===== src/rtl/bpu_pkg.sv =====
// Shared widths and 2-bit counter encodings for the fetch-side branch predictor.
package bpu_pkg;
    localparam int PC_W   = 10;
    localparam int IDX_W  = 4;
    localparam int MISS_W = 16;

    typedef enum logic [1:0] {
        SNT = 2'd0,
        WNT = 2'd1,
        WT  = 2'd2,
        ST  = 2'd3
    } ctr_e;
endpackage


===== src/rtl/branch_predictor_if.sv =====
// Fetch/decode signal bundle between the predictor (master) and the pipeline (slave).
interface branch_predictor_if
    import bpu_pkg::*;
#(
    parameter int P_PC_W   = PC_W,
    parameter int P_MISS_W = MISS_W
) ();
    logic                hold;
    logic                branch_D;
    logic                pcsrc_D;
    logic                predTaken_D;
    logic [P_PC_W-1:0]   pc_D;
    logic [P_PC_W-1:0]   target_D;
    logic                jump_D;
    logic [P_PC_W-1:0]   jaddress_D;
    logic [P_PC_W-1:0]   pc_F;
    logic                predTaken_F;
    logic                flush_IF;
    logic                mispredict;
    logic [P_MISS_W-1:0] missCount;

    modport master (
        input  hold, branch_D, pcsrc_D, predTaken_D, pc_D, target_D, jump_D, jaddress_D,
        output pc_F, predTaken_F, flush_IF, mispredict, missCount
    );

    modport slave (
        output hold, branch_D, pcsrc_D, predTaken_D, pc_D, target_D, jump_D, jaddress_D,
        input  pc_F, predTaken_F, flush_IF, mispredict, missCount
    );
endinterface


===== src/rtl/branch_predictor_sat_counter2.sv =====
// Next state of a 2-bit saturating direction counter.
module sat_counter2
    import bpu_pkg::*;
(
    input  logic [1:0] ctr_i,
    input  logic       taken_i,
    output logic [1:0] ctr_next_o
);
    // Step one state toward the observed direction, clamping at SNT/ST.
    always_comb begin
        ctr_next_o = ctr_i;
        case (ctr_i)
            SNT:     ctr_next_o = taken_i ? WNT : SNT;
            WNT:     ctr_next_o = taken_i ? WT  : SNT;
            WT:      ctr_next_o = taken_i ? ST  : WNT;
            ST:      ctr_next_o = taken_i ? ST  : WT;
            default: ctr_next_o = WNT;
        endcase
    end
endmodule


===== src/rtl/branch_predictor.sv =====
// PC owner with direct-mapped BTB and 2-bit counters; redirects fetch on decode
// mispredicts and jumps, squashing the wrong-path instruction in IF/ID.
module branch_predictor
    import bpu_pkg::*;
#(
    parameter int P_PC_W   = PC_W,
    parameter int P_IDX_W  = IDX_W,
    parameter int P_MISS_W = MISS_W
) (
    input logic               clk,
    input logic               rst,
    branch_predictor_if.master bp
);
    localparam int ENTRIES = 1 << P_IDX_W;
    localparam int TAG_W   = P_PC_W - P_IDX_W;

    logic [P_PC_W-1:0]   pc_q, pc_d;
    logic [P_MISS_W-1:0] miss_q, miss_d;
    logic                valid_q  [ENTRIES];
    logic [TAG_W-1:0]    tag_q    [ENTRIES];
    logic [P_PC_W-1:0]   target_q [ENTRIES];
    logic [1:0]          ctr_q    [ENTRIES];

    logic [P_IDX_W-1:0]  lk_idx_s, up_idx_s;
    logic                lk_hit_s, up_hit_s, pred_s;
    logic                resolve_s, misp_s, jump_s;
    logic [P_PC_W-1:0]   correct_pc_s;
    logic [1:0]          ctr_nx_s;

    assign lk_idx_s     = pc_q[P_IDX_W-1:0];
    assign lk_hit_s     = valid_q[lk_idx_s] && (tag_q[lk_idx_s] == pc_q[P_PC_W-1:P_IDX_W]);
    assign pred_s       = lk_hit_s & ctr_q[lk_idx_s][1];

    assign resolve_s    = bp.branch_D & ~bp.hold;
    assign misp_s       = resolve_s & (bp.pcsrc_D != bp.predTaken_D);
    assign jump_s       = bp.jump_D & ~bp.hold;
    assign correct_pc_s = bp.pcsrc_D ? bp.target_D : bp.pc_D + P_PC_W'(1);

    assign up_idx_s     = bp.pc_D[P_IDX_W-1:0];
    assign up_hit_s     = valid_q[up_idx_s] && (tag_q[up_idx_s] == bp.pc_D[P_PC_W-1:P_IDX_W]);

    sat_counter2 u_ctr (
        .ctr_i      (ctr_q[up_idx_s]),
        .taken_i    (bp.pcsrc_D),
        .ctr_next_o (ctr_nx_s)
    );

    // Next fetch PC: mispredict recovery beats jump, jump beats stall, stall beats prediction.
    always_comb begin
        pc_d = pc_q + P_PC_W'(1);
        if (misp_s) begin
            pc_d = correct_pc_s;
        end else if (jump_s) begin
            pc_d = bp.jaddress_D;
        end else if (bp.hold) begin
            pc_d = pc_q;
        end else if (pred_s) begin
            pc_d = target_q[lk_idx_s];
        end else begin
            pc_d = pc_q + P_PC_W'(1);
        end
    end

    // Mispredict statistics saturate instead of wrapping.
    always_comb begin
        if (misp_s && (miss_q != {P_MISS_W{1'b1}})) begin
            miss_d = miss_q + P_MISS_W'(1);
        end else begin
            miss_d = miss_q;
        end
    end

    // PC, statistics and BTB state; reset suppresses any table write in the same cycle.
    always_ff @(posedge clk) begin
        if (!rst) begin
            pc_q   <= '0;
            miss_q <= '0;
            for (int i = 0; i < ENTRIES; i++) begin
                valid_q[i]  <= 1'b0;
                tag_q[i]    <= '0;
                target_q[i] <= '0;
                ctr_q[i]    <= WNT;
            end
        end else begin
            pc_q   <= pc_d;
            miss_q <= miss_d;
            if (resolve_s) begin
                if (up_hit_s) begin
                    ctr_q[up_idx_s] <= ctr_nx_s;
                end else if (bp.pcsrc_D) begin
                    valid_q[up_idx_s]  <= 1'b1;
                    tag_q[up_idx_s]    <= bp.pc_D[P_PC_W-1:P_IDX_W];
                    target_q[up_idx_s] <= bp.target_D;
                    ctr_q[up_idx_s]    <= WT;
                end
            end
        end
    end

    assign bp.pc_F        = pc_q;
    assign bp.predTaken_F = pred_s;
    assign bp.flush_IF    = misp_s | jump_s;
    assign bp.mispredict  = misp_s;
    assign bp.missCount   = miss_q;
endmodule


===== src/flat_wrapper.sv =====
// flat-port wrapper written by rule: the top's interface ports become plain ports
module branch_predictor_flat import bpu_pkg::*;
#(
    parameter int P_PC_W   = PC_W,
    parameter int P_IDX_W  = IDX_W,
    parameter int P_MISS_W = MISS_W
)
  (clk, rst, bp_hold, bp_branch_D, bp_pcsrc_D, bp_predTaken_D, bp_pc_D, bp_target_D, bp_jump_D, bp_jaddress_D, bp_pc_F, bp_predTaken_F, bp_flush_IF, bp_mispredict, bp_missCount);
  branch_predictor_if #(.P_PC_W(P_PC_W), .P_MISS_W(P_MISS_W)) bp_i ();
  input logic clk;
  input logic rst;
  input wire logic [$bits(bp_i.hold)-1:0] bp_hold;
  input wire logic [$bits(bp_i.branch_D)-1:0] bp_branch_D;
  input wire logic [$bits(bp_i.pcsrc_D)-1:0] bp_pcsrc_D;
  input wire logic [$bits(bp_i.predTaken_D)-1:0] bp_predTaken_D;
  input wire logic [$bits(bp_i.pc_D)-1:0] bp_pc_D;
  input wire logic [$bits(bp_i.target_D)-1:0] bp_target_D;
  input wire logic [$bits(bp_i.jump_D)-1:0] bp_jump_D;
  input wire logic [$bits(bp_i.jaddress_D)-1:0] bp_jaddress_D;
  output wire logic [$bits(bp_i.pc_F)-1:0] bp_pc_F;
  output wire logic [$bits(bp_i.predTaken_F)-1:0] bp_predTaken_F;
  output wire logic [$bits(bp_i.flush_IF)-1:0] bp_flush_IF;
  output wire logic [$bits(bp_i.mispredict)-1:0] bp_mispredict;
  output wire logic [$bits(bp_i.missCount)-1:0] bp_missCount;
  assign bp_i.hold = bp_hold;
  assign bp_i.branch_D = bp_branch_D;
  assign bp_i.pcsrc_D = bp_pcsrc_D;
  assign bp_i.predTaken_D = bp_predTaken_D;
  assign bp_i.pc_D = bp_pc_D;
  assign bp_i.target_D = bp_target_D;
  assign bp_i.jump_D = bp_jump_D;
  assign bp_i.jaddress_D = bp_jaddress_D;
  assign bp_pc_F = bp_i.pc_F;
  assign bp_predTaken_F = bp_i.predTaken_F;
  assign bp_flush_IF = bp_i.flush_IF;
  assign bp_mispredict = bp_i.mispredict;
  assign bp_missCount = bp_i.missCount;
  branch_predictor #(.P_PC_W(P_PC_W), .P_IDX_W(P_IDX_W), .P_MISS_W(P_MISS_W)) u_core (.clk(clk), .rst(rst), .bp(bp_i));
endmodule

===== config.mk =====
export PLATFORM = sky130hd
export DESIGN_NAME = branch_predictor_flat
export DESIGN_NICKNAME = d
export VERILOG_FILES = /design/src/rtl/bpu_pkg.sv /design/src/rtl/branch_predictor_if.sv /design/src/rtl/branch_predictor_sat_counter2.sv /design/src/rtl/branch_predictor.sv /design/src/flat_wrapper.sv
export SDC_FILE = /design/constraint.sdc
export NUM_CORES = 1
export LEC_CHECK = 0
export ABC_AREA = 1
export ABC_CLOCK_PERIOD_IN_PS = 3650
export CORE_ASPECT_RATIO = 0.9
export CORE_UTILIZATION = 37
export DETAILED_ROUTE_END_ITERATION = 10
export GPL_TIMING_DRIVEN = 0
export HOLD_SLACK_MARGIN = 0.12
export MAX_ROUTING_LAYER = met4
export SLEW_MARGIN = 20
export SYNTH_ARGS = -nofsm -noshare
export SYNTH_HDL_FRONTEND = slang
export SYNTH_SLANG_ARGS = --single-unit

===== constraint.sdc =====
create_clock -name clk -period 3.65 [get_ports clk]
set_input_delay 1.095 -clock clk [delete_from_list [all_inputs] [get_ports clk]]
set_output_delay 1.095 -clock clk [all_outputs]
set_load 0.02 [all_outputs]

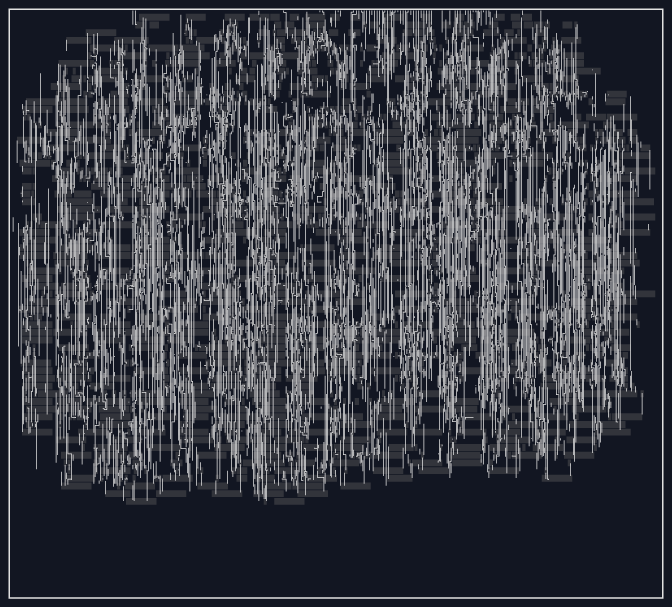
(metal 2)
wire length on this layer: 29.9 mm
main direction: vertical

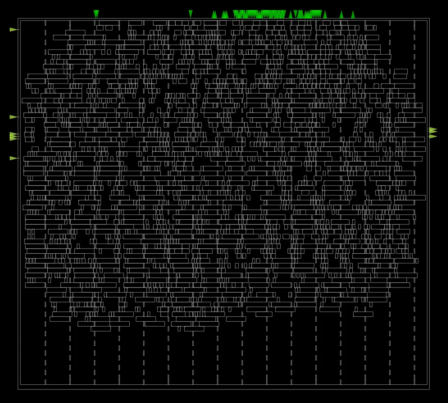
(cell placement)
number of sequential cells in the layout: 334
number of tap instances: 616
number of placement rows: 75

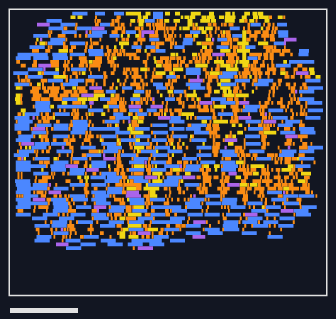
(cells coloured by class)
Bar = 50 µm.
legend:
  all other logic:
    colour: orange
    cells: 1,545
    share_of_their_area: 37%
  clock drivers and dummy loads:
    colour: purple
    cells: 65
    share_of_their_area: 5.3%
  flip-flops:
    colour: blue
    cells: 334
    share_of_their_area: 46%
  other buffers and delay cells:
    colour: yellow
    cells: 252
    share_of_their_area: 12%

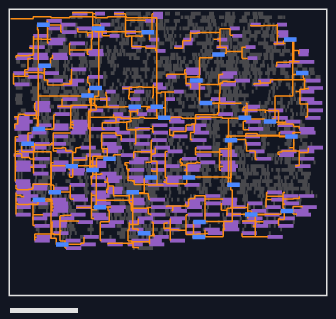
(clock distribution)
Bar = 50 µm.
legend:
  clock wires:
    colour: orange
    length: 4,500 µm
  flip-flops:
    colour: purple
    count: 334
  cells driving clock nets:
    colour: blue
    count: 36
flops lie: all over the die
routed clock nets: 37
fraction of power consumed by the clock network: 0.370
Clk. pwr: 0.00357 W

==> run summary <==
The layout was made with Yosys and OpenROAD.

The element type at the critical path end is an output port. The most frequently used flop master after synthesis is edfxtp_1. For reference, the most critical setup path is categorized as reg -> out.

The layout cell share with drive strength beyond 1 is 0.150. For the worst setup path, the data required time is 2550 ps. The largest cell class by area is sequential cells. The CTS buffer count is 36. Setup repair after global routing could not meet its margin everywhere. Following the worst setup path forward leads to its endpoint at bp_predTaken_F.

The share of total power in combinational logic is 0.174. The capture instance of the worst register-to-register path is u_core.bp.pc_F[7]. The count of flip-flops with a built-in enable after synthesis is 288. The stat command in Yosys gives a chip area of 0.0174 mm². The sequential share of cell area is 0.443. The transition time at the pin with the least slew margin is 1010 ps. The synthesis stat section lists a flop and latch total of 334. In the power breakdown, the internal column shows 0.00682 W. The average routed wire per standard cell is 25.3 µm. The area inside the core boundary is 0.0465 mm². The CTS tree is yes. The number of global-route vias before repair is 15,200. The post-detailed-route via-to-cell ratio is 5.81. Counting every sink on the clock net gives 334. edfxtp_1 takes more of the synthesized area than any other cell. A synthesized cell averages 8.66 µm². The biggest slice of the total power is consumed by sequential cells. The element type at the critical path start is a flop. The clock network area share is 0.0511. In this run the power density over the cells is 447 mW/mm². The number of clock-tree buffers in the layout is 45. The synthesized instance count is 2,013. The finished layout holds 2,813 standard cells, fillers aside.

Per the final timing report, the hold violations number 0. The cell area that synthesis handed to floorplanning was 0.0174 mm². The multi-input logic cell count is 1,394.

The synth_stat.txt file lists the number of cells as 2,013. The x dimension of the die is 231 µm. Per the timing report, the achievable frequency comes out to 273 MHz. The share of the Yosys chip area taken by registers is 0.549. The internal reg-to-reg setup slack is 70 ps.

The net count after synthesis is 2,056. According to the finish report, the design has a final net count of 2,212. In this run the deepest clock path goes through 3 buffers.

The top-level I/O count is 66. The peak supply drop is 0.000310 V. Clock tree synthesis selected as its root buffer the cell clkbuf_16. Hold repair after CTS inserted 0 buffers. The filler cell count in the final layout is 4,530. In this run the remaining antenna-violating nets after routing total 0. Summing internal, switching and leakage power gives 0.00966 W. For this block, the via count after detailed routing is 16,300. The share of total power dissipated in sequential elements is 0.456. The aggregate negative setup slack is -15.5 ps. The logic area is 0.00709 mm². The inverter count of the layout excluding clock inverters is 151. The minimum clock period after layout is 3670 ps. Per the repair_timing log after CTS, setup buffers inserted total 44.

The overall global routing resource usage is 0.298. The total instance count after detailed placement is 2,692. The post-route clock skew is 26.0 ps. Post-route period utilization is reported as 1.00. The sequential-cell power consumption is 0.00440 W.

The arrival time of data at the worst endpoint is listed as 2570 ps. Ranked by instance count, the synthesized netlist is headed by nor2_1, nand2_1, edfxtp_1, o21ai_0, nand3_1. Setup slack on the worst path after placement came out at -2130 ps. For this run, the share of the core covered by cells in the final layout is 0.464. The routed design has 71,100 µm of wire.

The leakage dissipation is 8.22 nW. The iteration count recorded for the first detailed-route pass is 6. The net switching power is 0.00284 W. Per the skew report, the later register of the worst-skew pair sees a clock latency of 560 ps.

The final reports fail on setup timing. Per the run report, area growth between synthesis and finish was 23.9%. The clock slew seen by the registers of the worst setup and hold paths is 60 ps. The violation tally recorded at the end of detailed-routing iteration 0 is 2,407. The non-clock buffer share of cell area is 0.114. Max fanout on the critical path was recorded as 7. The total inserted antenna cells is 1. The congestion estimate from routability-driven global placement came to 1.00.

Entering global routing, the biggest net connects 17 pins. Counting only logic cells after layout, the most numerous master is nor2_1. In the post-route analysis, the smallest setup slack over all paths is -15.5 ps. Per the OpenROAD floorplan log, the height of the die is 208 µm.

The count of buffers from port buffering is 63. The path category of the worst min-delay check is reg -> reg. The number of antenna violations at the first check in global routing was 1. The leftover overflow at the end of global routing is 0. By instance count after routing, the leading logic cell types are nor2_1, edfxtp_1, nand2_1. The non-clock buffer count in the final layout is 252. The count of distinct cell types in the synthesized netlist is 42.

The cell count of the worst reg-to-reg path is 10. Per the CTS log, the maximum H-tree level is 2. The power consumed by combinational cells is 0.00168 W. The post-synthesis cell type with the largest instance count is nor2_1. In the floorplan report the effective utilization is 0.375. The setup violation total in the final timing report is 1. Across the whole layout, storage elements account for 0.00957 mm². The run finished, with violations left. The chip occupies 0.0480 mm². The proportion of synthesized flip-flops having asynchronous set or reset is 0. The max-cap check violation count is 0. The logic share of the area is 0.328.

Detailed placement ended at an HPWL of 47,900 µm. The first global-routing pass estimated 101,000 µm of wire.
==> routing by layer <==
metal / global-route usage / routed length (µm)
met1: 0.419 / 29800
met3: 0.0537 / 8200
met5: - / 0
met4: 0.119 / 3210
met2: 0.424 / 29900
==> state kept, by name (all words and copies together) (netlist names), named ones only <==
| signal | flops |
|---|---|
| u_core.target_q | 160 |
| u_core.tag_q | 96 |
| u_core.ctr_q | 32 |
| u_core.bp.missCount | 16 |
| u_core.valid_q | 16 |
| u_core.bp.pc_F | 10 |
==> logic make-up (layout without fill, tap and decap cells) <==
group                      after synthesis  count (layout)  share of synthesized area
adders and majority gates                6               6                    0.00431
other                                    0               1                          0
buffers and inverters                  288             468                     0.0745
DFF                                    334             334                      0.549
and+or+nand+nor                       1003            1006                      0.250
AOI/OAI and AO/OA                      367             367                      0.115
xor gates and xnor gates                15              15                    0.00753
==> worst min-delay path by stage <==
stage / start / end
global route: u_core.valid_q[8] / u_core.valid_q[8]
CTS: u_core.valid_q[11] / u_core.valid_q[11]
detailed placement: u_core.valid_q[11] / u_core.valid_q[11]
floorplan: u_core.valid_q[11] / u_core.valid_q[11]
global placement: u_core.valid_q[11] / u_core.valid_q[11]
finish: u_core.valid_q[8] / u_core.valid_q[8]
==> worst max-delay path, cell delays in order, from the launching register on <==
cell and delay, ps:
dfxtp_4 480, clkbuf_16 230, clkbuf_16 180, nand2_1 60, nand3_1 70, nand3_1 130
nand3_2 120, nand2_1 70, nand2_1 70, nand2_2 70, nor2_4 130, nand3_2 110
buf_6 140, inv_2 40, buf_6 100
==> metrics by stage <==
step,instance area (µm²),hold slack (ps)
after floorplan,17400,432
after global placement,18800,447
after detailed placement,18800,447
after CTS,21000,457
after global routing,21600,486
final,21600,470
Power is estimated from default activity; no workload was simulated.
